Figure 1. Sequential cells grouped by signal name (run 1).
Scale bar: 20 um. Other sequential cells in the stronger grey, the rest of the logic in the fainter grey.
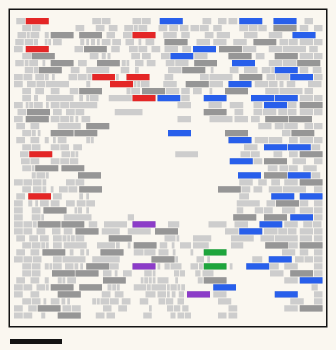
Figure 2. The metal 3 layer (run 1).
Scale bar: 20 um.
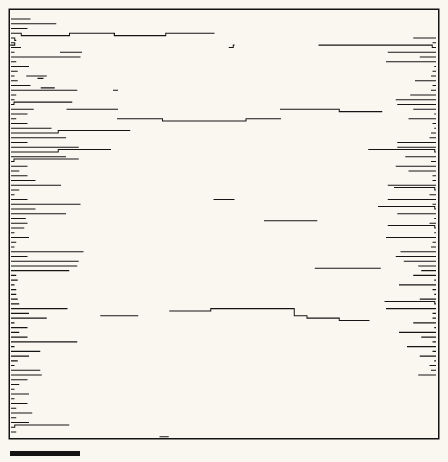
Figure 3. Placement by cell class (run 1).
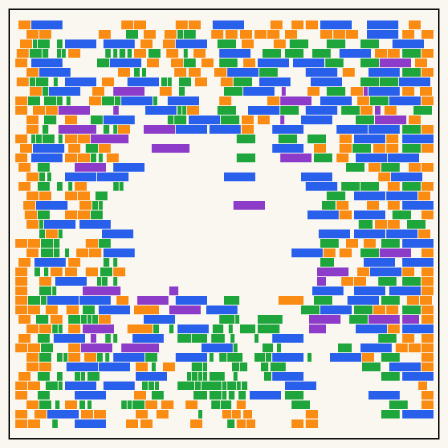
## src/rtl/ram_port_arbiter_pkg.sv

```systemverilog
// Shared state encoding, owner codes and default widths for the RAM port arbiter.
package ram_port_arbiter_pkg;

    localparam int DEF_ADDR_W = 9;
    localparam int DEF_DATA_W = 32;

    typedef enum logic [1:0] {
        IDLE   = 2'd0,
        ACCESS = 2'd1,
        WAIT   = 2'd2,
        DONE   = 2'd3
    } arb_state_t;

    localparam logic OWN_CPU = 1'b0;
    localparam logic OWN_DMA = 1'b1;

endpackage

```

## src/rtl/ram_arb_pick.sv

```systemverilog
// Winner select between CPU and DMA, with a starvation counter that forces the
// DMA through after STARVE_LIMIT consecutive CPU wins.
module ram_arb_pick
    import ram_port_arbiter_pkg::*;
#(
    parameter int STARVE_LIMIT = 4
) (
    input  logic Clock,
    input  logic Reset,
    input  logic cpu_req,
    input  logic dma_req,
    input  logic idle,
    input  logic grant,
    output logic owner
);

    localparam int CNT_W = (STARVE_LIMIT < 1) ? 1 : $clog2(STARVE_LIMIT + 1);
    localparam logic [CNT_W-1:0] LIMIT = CNT_W'(STARVE_LIMIT);

    logic [CNT_W-1:0] starve_cnt;

    always_comb begin
        owner = OWN_CPU;
        if (dma_req && (!cpu_req || starve_cnt == LIMIT)) begin
            owner = OWN_DMA;
        end
    end

    // Only CPU wins that leave a waiting DMA behind count toward starvation.
    always_ff @(posedge Clock or negedge Reset) begin
        if (!Reset) begin
            starve_cnt <= '0;
        end else if (grant && owner == OWN_DMA) begin
            starve_cnt <= '0;
        end else if (grant && dma_req) begin
            if (starve_cnt != LIMIT) begin
                starve_cnt <= starve_cnt + 1'b1;
            end
        end else if (idle && !dma_req) begin
            starve_cnt <= '0;
        end
    end

endmodule

```

## src/rtl/ram_port_arbiter.sv

```systemverilog
// Serialises CPU and DMA word accesses onto one single-port synchronous RAM,
// returning read data with a one-cycle done pulse to the winning requester.
module ram_port_arbiter
    import ram_port_arbiter_pkg::*;
#(
    parameter int ADDR_W       = DEF_ADDR_W,
    parameter int DATA_W       = DEF_DATA_W,
    parameter int RAM_LAT      = 1,
    parameter int STARVE_LIMIT = 4
) (
    input  logic              Clock,
    input  logic              Reset,
    input  logic              cpu_req,
    input  logic              cpu_write,
    input  logic [ADDR_W-1:0] cpu_addr,
    input  logic [DATA_W-1:0] cpu_wdata,
    output logic              cpu_done,
    output logic [DATA_W-1:0] cpu_rdata,
    output logic              cpu_stall,
    input  logic              dma_req,
    input  logic              dma_write,
    input  logic [ADDR_W-1:0] dma_addr,
    input  logic [DATA_W-1:0] dma_wdata,
    output logic              dma_done,
    output logic [DATA_W-1:0] dma_rdata,
    output logic              dma_stall,
    output logic [ADDR_W-1:0] ram_addr,
    output logic [DATA_W-1:0] ram_wdata,
    output logic              ram_we,
    input  logic [DATA_W-1:0] ram_rdata,
    output logic              busy
);

    localparam logic [1:0] WAIT_INIT = 2'(RAM_LAT - 1);

    arb_state_t        state;
    arb_state_t        next_state;
    logic              owner;
    logic              sel_owner;
    logic              write_q;
    logic [ADDR_W-1:0] addr_q;
    logic [DATA_W-1:0] wdata_q;
    logic [DATA_W-1:0] cpu_rdata_q;
    logic [DATA_W-1:0] dma_rdata_q;
    logic [1:0]        wait_cnt;
    logic              accept;
    logic              in_idle;

    assign in_idle = (state == IDLE);
    assign accept  = in_idle && (cpu_req || dma_req);

    ram_arb_pick #(
        .STARVE_LIMIT(STARVE_LIMIT)
    ) u_pick (
        .Clock  (Clock),
        .Reset  (Reset),
        .cpu_req(cpu_req),
        .dma_req(dma_req),
        .idle   (in_idle),
        .grant  (accept),
        .owner  (sel_owner)
    );

    always_ff @(posedge Clock or negedge Reset) begin
        if (!Reset) begin
            state <= IDLE;
        end else begin
            state <= next_state;
        end
    end

    always_comb begin
        next_state = state;
        case (state)
            IDLE:    if (cpu_req || dma_req) next_state = ACCESS;
            ACCESS:  next_state = write_q ? DONE : WAIT;
            WAIT:    if (wait_cnt == 2'd0) next_state = DONE;
            DONE:    next_state = IDLE;
            default: next_state = IDLE;
        endcase
    end

    // Requests are latched once at acceptance; later input changes are ignored.
    always_ff @(posedge Clock or negedge Reset) begin
        if (!Reset) begin
            owner       <= OWN_CPU;
            write_q     <= 1'b0;
            addr_q      <= '0;
            wdata_q     <= '0;
            wait_cnt    <= '0;
            cpu_rdata_q <= '0;
            dma_rdata_q <= '0;
        end else begin
            case (state)
                IDLE: begin
                    if (accept) begin
                        owner <= sel_owner;
                        if (sel_owner == OWN_DMA) begin
                            write_q <= dma_write;
                            addr_q  <= dma_addr;
                            wdata_q <= dma_wdata;
                        end else begin
                            write_q <= cpu_write;
                            addr_q  <= cpu_addr;
                            wdata_q <= cpu_wdata;
                        end
                    end
                end
                ACCESS: wait_cnt <= WAIT_INIT;
                WAIT: begin
                    if (wait_cnt == 2'd0) begin
                        if (owner == OWN_DMA) dma_rdata_q <= ram_rdata;
                        else                  cpu_rdata_q <= ram_rdata;
                    end else begin
                        wait_cnt <= wait_cnt - 1'b1;
                    end
                end
                default: ;
            endcase
        end
    end

    assign ram_addr  = addr_q;
    assign ram_wdata = wdata_q;
    assign ram_we    = (state == ACCESS) && write_q;
    assign cpu_done  = (state == DONE) && (owner == OWN_CPU);
    assign dma_done  = (state == DONE) && (owner == OWN_DMA);
    assign cpu_rdata = cpu_rdata_q;
    assign dma_rdata = dma_rdata_q;
    assign cpu_stall = cpu_req && !cpu_done;
    assign dma_stall = dma_req && !dma_done;
    assign busy      = (state != IDLE);

endmodule

```

## config.mk

```make
export PLATFORM = sky130hd
export DESIGN_NAME = ram_port_arbiter
export DESIGN_NICKNAME = d
export VERILOG_FILES = /design/src/rtl/ram_port_arbiter_pkg.sv /design/src/rtl/ram_arb_pick.sv /design/src/rtl/ram_port_arbiter.sv
export SDC_FILE = /design/constraint.sdc
export NUM_CORES = 1
export LEC_CHECK = 0
export CORE_MARGIN = 1
export CORE_UTILIZATION = 35
export DETAILED_ROUTE_END_ITERATION = 10
export PLACE_DENSITY = 0.69
export SYNTH_ARGS = -nofsm -noshare
export SYNTH_HDL_FRONTEND = slang
export SYNTH_HIERARCHICAL = 1
export SYNTH_SLANG_ARGS = --single-unit
```

## constraint.sdc

```tcl
create_clock -name Clock -period 4 [get_ports Clock]
set_clock_uncertainty 0.2 [all_clocks]
set_input_delay 0.8 -clock Clock [delete_from_list [all_inputs] [get_ports Clock]]
set_output_delay 0.8 -clock Clock [all_outputs]
set_load 0.1 [all_outputs]
```

==> results.py, run 1 <==
# Physical implementation metrics
metrics = {
    "cells_and_area": {
        "nets": 734,
        "final_util_pct": 58.34,
        "fin_area_um2": 8192,
        "area_dominant_class": "sequential cells",
        "num-fill-cells": 1111,
        "instances_no_fill": 800,
        "layout_top_cell": "clkdlybuf4s50_1",
        "comb_area_um2": 2087,
        "flops": 114,
        "clkCellAreaFrac_pct": 7.866,
        "signal_buffers": 233,
        "nClkBuffers": 22,
    },
    "timing": {
        "fmax_mhz": 338.0,
        "setup_ws_ns": 1.042,
        "relSlewSlack_pct": 28.96,
        "holdWs_ns": 0.2102,
        "slew_viol_final": 0,
        "finalClockPeriodUsage_pct": 73.96,
        "fin_crit_ns": 2.958,
        "setup_viol": 0,
    },
    "clock_tree": {
        "cts_resized": 0,
        "tritoncts": "built",
        "worstSkewPairLatency_ns": 0.41,
        "clock-root-buffer": "clkbuf_16",
        "cts_buffer_depth": 2,
    },
    "yosys": {
        "synth_flops": 114,
        "edf_count": 0,
        "async_flop_share_pct": 100.0,
        "synth_cells": 375,
        "ys_warn_count": 6,
        "yosys.area.top_type_share_pct": 56.03,
        "postSynthSeqShare_pct": 56.03,
        "synthTopCellsByArea": "dfrtp_1, mux2_4, mux2i_1, o21ai_0, nand2_1",
        "ys_chip_area_um2": 5091,
    },
    "run": {
        "warnings": 30,
    },
    "global_routing": {
        "grt_overflow": 0,
        "grt_pass1_vias": 3919,
        "grt_pass1_wl_um": 19650,
        "track_usage_pct": 17.29,
        "grt_max_degree": 67,
    },
    "critical_path": {
        "critPathKind": "flip-flop to output pin",
        "worst-r2r-cell-count": 4,
        "cp.arrival_ns": 1.96,
        "crit_path_max_incr_delay_ns": 1.20,
        "critPathLaunch": "ram_addr[5]",
        "cp-endpoint": "ram_addr[5]",
        "worst-path-buf-inv": 1,
        "reg2reg_from": "state[0]",
        "end_kind": "output pin",
        "path_cells": "clkdlybuf4s50_1",
    },
    "detailed_routing": {
        "antenna_left": 0,
        "drt_iter0_markers": 139,
        "wl_per_cell_um": 15.60,
        "viasPerCell": 4.676,
        "drc_errors": 0,
    },
    "outcome": {
        "status": "complete, no violations",
    },
    "place": {
        "place_inst": 768,
    },
    "die": {
        "die_y_um": 122.6,
        "die_area_um2": 15030,
        "nWellTaps": 180,
    },
    "min_path": {
        "hold_class": "input pin to async pin",
    },
}
About Figure 1:
`u_pick/starve_cnt`: shown in purple, sequential cells 3. `ram_addr`: shown in red, sequential cells 9. `cpu_rdata`: shown in blue, sequential cells 32. `wait_cnt`: shown in green, sequential cells 2.
Another 68 sequential cells are not coloured.
sequential portion of the cell area: 34.83%
FF+latch area: 2853 um^2

About Figure 2:
166 nets have wire on it. The layer carries 1320 um of wire. The layer holds 11% of the routed length. The wires run mostly horizontal. The longest straight run is 32.4 um.

About Figure 3:
remaining buffers and delay cells: shown in orange, cells 233. clock drivers and dummy loads: shown in purple, cells 32. remaining logic cells: shown in green, cells 241. registers: shown in blue, cells 114.

-- run 1: routing by layer --
metal	share of wire, %	up-vias	wire (um)	track usage [%]
met1	41	1785	5165	19.64
met4	0.55	0	69	5.488
li1	-	1762	-	-
met5	0	-	0	0
met2	47	187	5922	28.16
met3	11	7	1319	8.736
-- run 1: flip-flops by register name, summed over array words and instances (netlist names) --
signal and cells:
dma_rdata 32, write_q 1, ram_addr 9, wait_cnt 2, state 2, ram_wdata 32, u_pick/starve_cnt 3, owner 1
cpu_rdata 32
-- run 1: kinds of logic after synthesis --
kind of cell | share of synthesized area (%)
adder cells (fa/ha/maj) | 1.720
flip-flops | 56.03
AND-OR/OR-AND | 5.579
multiplexers | 27.48
XOR/XNOR | 0.1721
AND/OR/NAND/NOR | 5.677
buffers and inverters | 3.342
## Run 2: what changed since run 1
PLACE_DENSITY = 0.72   (was 0.69)
clock period = 2.5 ns   (was 4 ns; I/O delays follow)
==> run 2 against run 1 <==
Cell count is 1.5% higher. Hold slack better by 0.068 ns. Flip-flop count did not move.
==> results.py, run 2 <==
# Physical implementation metrics
metrics = {
    "min_path": {
        "hold_class": "flip-flop to flip-flop",
    },
    "detailed_routing": {
        "wl_met1_um": 5088,
        "wl_per_cell_um": 15.83,
        "viasPerCell": 4.712,
        "drc_errors": 0,
        "wl_met2_um": 6275,
        "drt_iter0_markers": 98,
        "met3_length_um": 1216,
        "antenna_left": 0,
        "maxUsedRoutingLayer": "met4",
    },
    "die": {
        "dieWidth_um": 122.6,
        "die_y_um": 122.6,
        "nWellTaps": 180,
        "die_area_um2": 15030,
    },
    "cells_and_area": {
        "fin_area_um2": 8077,
        "seq_area_um2": 2853,
        "sh_comb_area_pct": 26.00,
        "comb_area_um2": 2100,
        "nets": 746,
        "drive_above_1_share_pct": 36.87,
        "flops": 114,
        "bufAreaShareNonClock_pct": 28.16,
        "layout_top_cell": "clkdlybuf4s50_1",
        "area_dominant_class": "sequential cells",
        "nClkBuffers": 17,
        "signal_buffers": 245,
        "clkCellAreaFrac_pct": 7.266,
    },
    "global_routing": {
        "grt_pass1_vias": 3987,
        "grt_pass1_wl_um": 19990,
        "grt_overflow": 0,
        "met1_usage_pct": 19.36,
        "grt_max_degree": 85,
        "grt_use_met2_pct": 29.88,
        "track_usage_pct": 17.68,
        "busiest_layer": "met2",
        "gr-usage-met3_pct": 7.249,
    },
    "timing": {
        "fmax_mhz": 435.4,
        "fin_crit_ns": 2.297,
        "finalClockPeriodUsage_pct": 91.86,
        "slew_viol_final": 0,
        "setup_viol": 0,
        "relSlewSlack_pct": 74.48,
        "holdWs_ns": 0.2777,
    },
    "yosys": {
        "mux_share_pct": 27.48,
        "ys_chip_area_um2": 5091,
        "async_flop_share_pct": 100.0,
        "edf_count": 0,
        "ys_cells": 375,
        "synth_cells": 375,
        "postSynthSeqShare_pct": 56.03,
        "synth-xor-area-share_pct": 0.1720,
        "aoi_share_pct": 5.579,
        "synthTopCellsByArea": "dfrtp_1, mux2_4, mux2i_1, o21ai_0, nand2_1",
        "top_logic_kind": "multiplexers",
        "top_cell": "dfrtp_1",
        "synth.cellmix.adderShare_pct": 1.720,
        "ys_warn_count": 6,
        "yosys.area.top_type_share_pct": 56.03,
        "syn_nets": 502,
        "synth-simple-area-share_pct": 5.677,
        "synth_flops": 114,
    },
    "clock_tree": {
        "cts_buffer_depth": 2,
        "worstSkewPairLatency_ns": 0.40,
        "clock-root-buffer": "clkbuf_16",
        "cts_setup_buffers": 0,
        "tritoncts": "built",
        "cts_resized": 0,
    },
    "critical_path": {
        "path_cells": "ha_1 > nor2b_2 > nor2b_2 > buf_12",
        "critPathKind": "flip-flop to output pin",
        "start_kind": "flip-flop",
        "cp.arrival_ns": 1.60,
        "end_kind": "output pin",
        "crit_path_max_incr_delay_ns": 0.43,
        "worst-path-buf-inv": 1,
        "slowest_stage": "dfrtp_1",
        "worst-r2r-cell-count": 5,
        "crit_cells": 4,
    },
    "run": {
        "warnings": 31,
    },
    "place": {
        "dp_hpwl_um": 9660,
        "dpl_cell_area_um2": 7480,
    },
    "outcome": {
        "status": "complete, no violations",
    },
}
[run 2: per-stage QoR]
step	util [%]	std cells	worst slack, ns
final	57.52	812	0.2035
after global routing	57.52	812	0.1109
after CTS	57.52	812	0.1660
after detailed placement	53.27	779	0.1887
after global placement	53.27	779	0.2576
after floorplan	-	375	-0.09771
[run 2: path summary, 6_finish.rpt]
| kind | from | endpoint | slack (ns) |
|---|---|---|---|
| max | state[0] | cpu_stall | 0.20 |
| min | ram_wdata[21] | ram_wdata[21] | 0.28 |
| max reg2reg | state[0] | dma_rdata[2] | 0.32 |
| min reg2reg | ram_wdata[21] | ram_wdata[21] | 0.28 |
| max in group asynchronous | Reset | cpu_rdata[16] | 1.10 |
| min in group asynchronous | Reset | cpu_rdata[29] | 0.32 |
Figure 4. Sequential cells grouped by signal name (run 2).
Scale bar: 20 um. Other sequential cells in the stronger grey, the rest of the logic in the fainter grey.
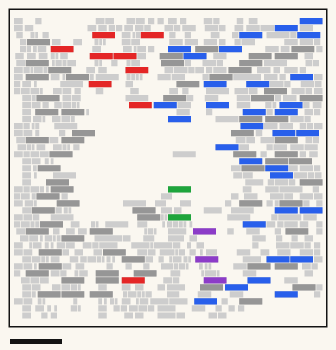
sequential portion of the cell area: 35.32%
final core occ: 57.52%

